## src/rtl/imm_splitter.sv

```systemverilog
// imm_splitter: splits a full-width constant into ADDI-style or LUI/ORI-style immediate chunks
module imm_splitter #(
    parameter int DATA_W = 32,
    parameter int IMM_W  = 16
) (
    input  logic              clk,
    input  logic              rst_n,
    input  logic              in_valid,
    output logic              in_ready,
    input  logic [DATA_W-1:0] in_data,
    output logic              out_valid,
    input  logic              out_ready,
    output logic [IMM_W-1:0]  out_imm,
    output logic [1:0]        out_kind,
    output logic              out_last
);
    localparam logic [1:0] IDLE = 2'd0;
    localparam logic [1:0] ONE  = 2'd1;
    localparam logic [1:0] HI   = 2'd2;
    localparam logic [1:0] LO   = 2'd3;
    logic [1:0]       state_q, state_d;
    logic [IMM_W-1:0] imm_q, imm_d, lo_q, lo_d;
    logic [1:0]       kind_q, kind_d;
    logic             last_q, last_d;
    logic             accept, advance, fits, in_hi;
    assign out_valid = state_q != IDLE;
    assign out_imm   = imm_q;
    assign out_kind  = kind_q;
    assign out_last  = last_q;
    assign advance   = out_valid & out_ready;
    assign in_ready  = (state_q == IDLE) | (advance & last_q);
    assign accept    = in_valid & in_ready;
    assign in_hi     = state_q == HI;
    // Upper bits all equal to the chunk sign bit means one sign-extended chunk suffices
    assign fits = (&in_data[DATA_W-1:IMM_W-1]) | ~(|in_data[DATA_W-1:IMM_W-1]);
    // Next chunk: a new constant wins (it only happens once the final chunk is leaving), else HI steps to LO
    always_comb begin
        state_d = state_q;
        imm_d   = imm_q;
        kind_d  = kind_q;
        last_d  = last_q;
        lo_d    = lo_q;
        if (accept) begin
            state_d = fits ? ONE : HI;
            imm_d   = fits ? in_data[IMM_W-1:0] : in_data[DATA_W-1:IMM_W];
            kind_d  = fits ? 2'b00 : 2'b01;
            last_d  = fits;
            lo_d    = in_data[IMM_W-1:0];
        end else if (advance) begin
            state_d = in_hi ? LO : IDLE;
            imm_d   = in_hi ? lo_q : imm_q;
            kind_d  = in_hi ? 2'b10 : kind_q;
            last_d  = in_hi | last_q;
        end
    end
    // State and presented chunk; reset drops any pending lower chunk
    always_ff @(posedge clk or negedge rst_n) begin
        if (!rst_n) begin
            state_q <= IDLE;
            imm_q   <= '0;
            kind_q  <= 2'b00;
            last_q  <= 1'b0;
            lo_q    <= '0;
        end else begin
            state_q <= state_d;
            imm_q   <= imm_d;
            kind_q  <= kind_d;
            last_q  <= last_d;
            lo_q    <= lo_d;
        end
    end
endmodule

```

## config.mk

```make
export PLATFORM = sky130hd
export DESIGN_NAME = imm_splitter
export DESIGN_NICKNAME = d
export VERILOG_FILES = /design/src/rtl/imm_splitter.sv
export SDC_FILE = /design/constraint.sdc
export NUM_CORES = 1
export LEC_CHECK = 0
export ABC_AREA = 1
export CAP_MARGIN = 20
export CORE_MARGIN = 8
export CORE_UTILIZATION = 48
export DETAILED_ROUTE_END_ITERATION = 8
export PLACE_DENSITY = 0.8
export SLEW_MARGIN = 25
export SYNTH_ARGS = -nofsm -noshare
export SYNTH_HDL_FRONTEND = slang
export SYNTH_SLANG_ARGS = --single-unit
```

## constraint.sdc

```tcl
create_clock -name clk -period 1.6 [get_ports clk]
set_clock_uncertainty 0.15 [all_clocks]
set_input_delay 0.32 -clock clk [delete_from_list [all_inputs] [get_ports clk]]
set_output_delay 0.32 -clock clk [all_outputs]
set_load 0.005 [all_outputs]
```

**Run 1: routed clock nets over the placement**

Scale: 8 px per µm.
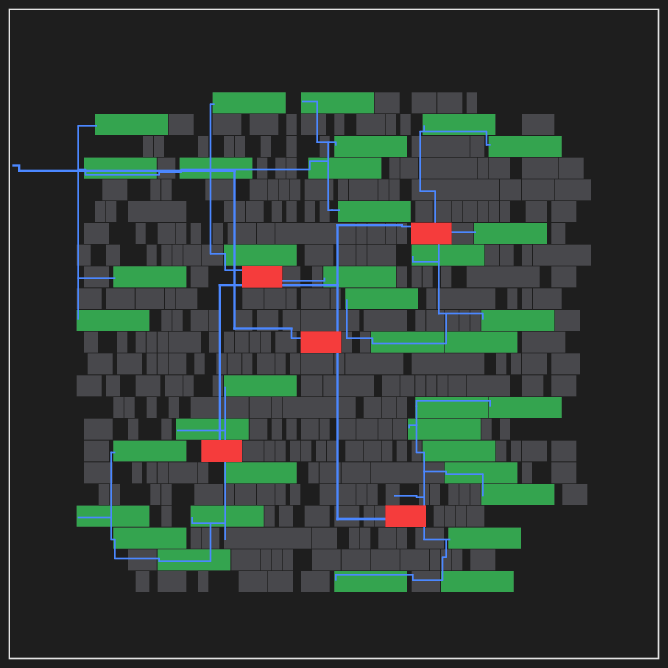
Key: green = flip-flops [count 37]; red = cells driving clock nets [count 5]; blue = clock wires [length 480 µm]
There are 6 routed clock nets.

**Run 1: the metal 2 layer**

Scale: 4 px per µm.
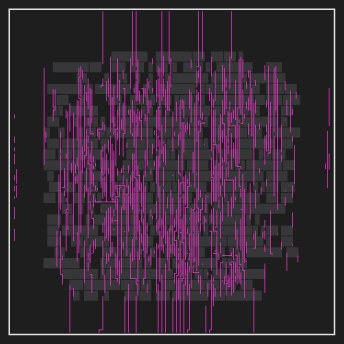
The layer carries 3,080 µm of wire. The layer holds 48% of the routed length. 318 nets have wire on it.

**Run 1: placement by cell class**

Scale: 4 px per µm. Fill, decap, tap and diode cells in grey.
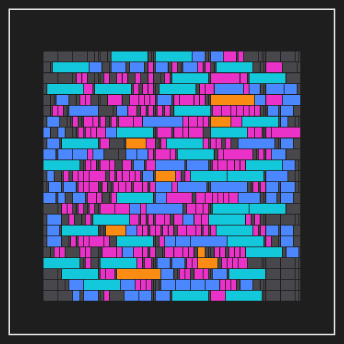
Key: magenta = all other logic [cells 218]; cyan = flip-flops [cells 37]; orange = clock drivers and dummy loads [cells 8]; blue = other buffers and delay cells [cells 87]

==> impl_metrics.json, run 1 <==
{
  "synth_cells": 267,
  "common_cells": "143 x nand2_1, 37 x dfrtp_1, 17 x nor2_1, 16 x nand4_1, 10 x nand3_2",
  "tool_warnings": 27,
  "min_path_cells": 5,
  "total_power_w": 0.00505,
  "cts_buffers": 5,
  "grt_pass1_wl_mm": 9.56,
  "nonClkBufAreaFrac_pct": 29.0,
  "slew_headroom_pct": 76.6,
  "clock_path_buffers": 2,
  "ant_nets": 0,
  "worst_slack_ps": 41.0,
  "edf_count": 0,
  "sh_seq_area_pct": 29.8,
  "n_fill_cell": 281,
  "min_period_over_period_pct": 97.4,
  "p_clk_w": 0.000966,
  "grt_util_met2_pct": 31.8,
  "rsz0062_at_grt": "true",
  "worstSetupPathType": "reg2out",
  "most_common_cell": "nand2_1",
  "drive_gt1_share_pct": 22.9,
  "grt_pass1_vias": 2180,
  "clk_share_pct": 4.31,
  "dpl.hpwl_mm": 4.16,
  "setup_tns_ps": 0,
  "synth.logic.top_family": "simple AND/OR/NAND/NOR gates",
  "end_kind": "primary output",
  "area_leaders": "dfrtp_1 46%, nand2_1 26%, nand3_2 4.9%",
  "avgSynthCellArea_um2": 7.59,
  "run_status": "completed",
  "first_pass_iters": 4,
  "finalMaxSlewViolations": 0,
  "grt_max_degree": 25
}
## Run 2: what changed since run 1
- CORE_MARGIN: 8 -> unset
**Run 2: the clock network**

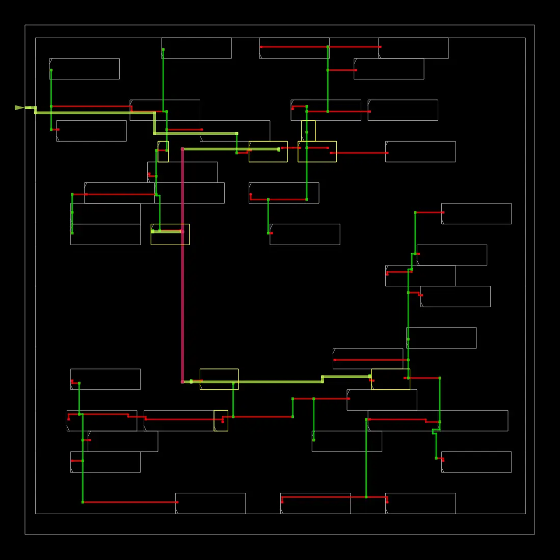
CTS Buf Count: 5
seq_cells: 37
P_clk: 0.000629 W
Late-Pin Clk Latency: 290 ps

**Run 2: pin map**

Scale: 4 px per µm. Pins as bars across the die edge, other pins in grey.
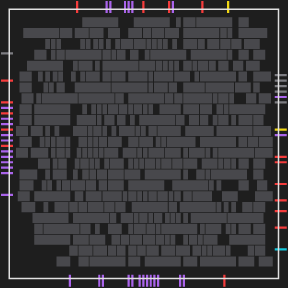
Key: yellow = out_kind [pins 2, direction output, edge 1 east, 1 north]; purple = in_data [pins 32, direction input, edge 13 south, 11 west, 6 north, 2 east]; cyan = rst_n [pins 1, direction input, edge east]; red = out_imm [pins 16, direction output, edge 6 east, 5 west, 4 north, 1 south]
All pins by edge: 17 west, 15 east, 14 south, 11 north.

**Run 2: placement by cell class**

Scale: 6 px per µm. Fill, decap, tap and diode cells in grey.
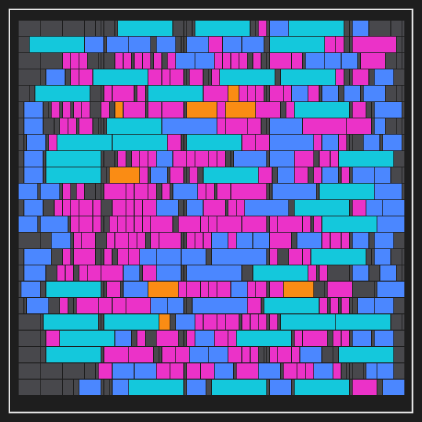
Key: magenta = all other logic [cells 218]; cyan = flip-flops [cells 37]; orange = clock drivers and dummy loads [cells 8]; blue = other buffers and delay cells [cells 104]

==> run 2 against run 1 <==
Net effect:
- final cell count increased by 4.3%
- first-iteration DRC count increased by 33%
- utilization increased by 5.2 points
- the flow now finishes with violations (setup timing)
- maximum frequency decreased by 3.3%
- synthesized cell count unchanged
==> impl_metrics.json, run 2 <==
{
  "run_status": "complete, but fails checks",
  "violations": "setup timing",
  "leakage_nw": 1.90,
  "synth.logic.top_family": "simple AND/OR/NAND/NOR gates",
  "finalMaxSlewViolations": 0,
  "tool_warnings": 28,
  "total_power_w": 0.00540,
  "worstSetupPathType": "reg2reg",
  "dpl.hpwl_mm": 3.72,
  "setup_viol": 1,
  "synth_seq_share_pct": 45.7,
  "sh_seq_area_pct": 27.9,
  "most_common_cell": "nand2_1",
  "first_pass_iters": 5,
  "edf_count": 0,
  "worst_slack_ps": -12.1,
  "setup_tns_ps": -12.1,
  "clock_path_buffers": 2,
  "clk_share_pct": 2.49,
  "nonClkBufAreaFrac_pct": 31.3,
  "ant_nets": 0,
  "min_period_over_period_pct": 101,
  "avgSynthCellArea_um2": 7.59,
  "area_leaders": "dfrtp_1 46%, nand2_1 26%, nand3_2 4.9%",
  "grt_pass1_wl_mm": 8.60,
  "synth_cells": 267,
  "n_fill_cell": 235
}
## Run 3: what changed since run 2
- HOLD_SLACK_MARGIN: unset -> 0.08
**Run 3: pin map**

Scale: 4 px per µm. Pins as bars across the die edge, other pins in grey.
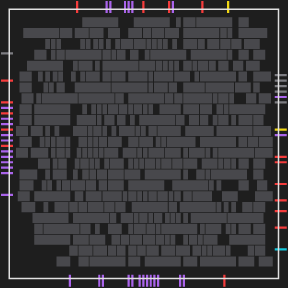
Key: purple = in_data [pins 32, direction input, edge 13 south, 11 west, 6 north, 2 east]; cyan = rst_n [pins 1, direction input, edge east]; yellow = out_kind [pins 2, direction output, edge 1 east, 1 north]; red = out_imm [pins 16, direction output, edge 6 east, 5 west, 4 north, 1 south]
All pins by edge: 17 west, 15 east, 14 south, 11 north.

**Run 3: the clock network**

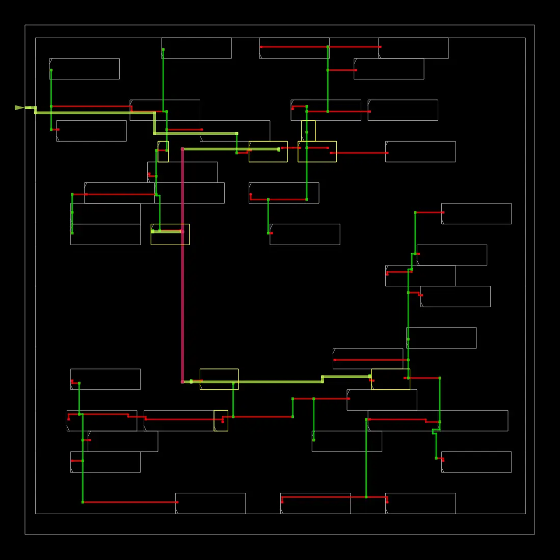
clock sinks: 37
clk_buf instances: 6

**Run 3: the metal 2 layer**

Scale: 6 px per µm.
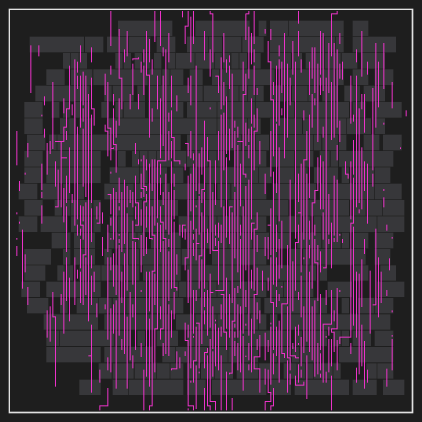
The layer holds 50% of the routed length. The wires run mostly vertical. The layer carries 3,360 µm of wire. 338 nets have wire on it. The longest straight run is 37.7 µm.

==> run 3 against run 2 <==
Net effect:
- the flow still finishes with violations (setup timing)
- maximum frequency is the same
- non-clock buffer count is the same
- worst setup slack is the same
- global-route usage is the same
==> impl_metrics.json, run 3 <==
{
  "sh_seq_area_pct": 27.9,
  "setup_tns_ps": -12.1,
  "clk_share_pct": 2.49,
  "worstSetupPathType": "reg2reg",
  "avgSynthCellArea_um2": 7.59,
  "min_period_over_period_pct": 101,
  "ant_nets": 0,
  "first_pass_iters": 5,
  "clock_path_buffers": 2,
  "leakage_nw": 1.90,
  "synth.logic.top_family": "simple AND/OR/NAND/NOR gates",
  "setup_viol": 1,
  "total_power_w": 0.00540,
  "rsz0062_at_grt": "true",
  "common_cells": "143 x nand2_1, 37 x dfrtp_1, 17 x nor2_1, 16 x nand4_1, 10 x nand3_2",
  "dpl.hpwl_mm": 3.72,
  "most_common_cell": "nand2_1",
  "flops": 37,
  "grt_util_met2_pct": 44.3,
  "synth_cells": 267,
  "grt_pass1_wl_mm": 8.60,
  "drive_gt1_share_pct": 33.5,
  "grt_pass1_vias": 1986,
  "worst_slack_ps": -12.1,
  "violations": "setup timing",
  "area_leaders": "dfrtp_1 46%, nand2_1 26%, nand3_2 4.9%",
  "slew_headroom_pct": 66.5,
  "clock_latency_ps": 290,
  "nonClkBufAreaFrac_pct": 31.3,
  "edf_count": 0,
  "tool_warnings": 28,
  "wl_met2_mm": 3.36,
  "grt_max_degree": 22,
  "run_status": "complete, but fails checks",
  "htreeDepth": 2,
  "p_clk_w": 0.000629,
  "end_kind": "flip-flop",
  "ys_ff": 37
}
Power and IR drop assume default switching activity.
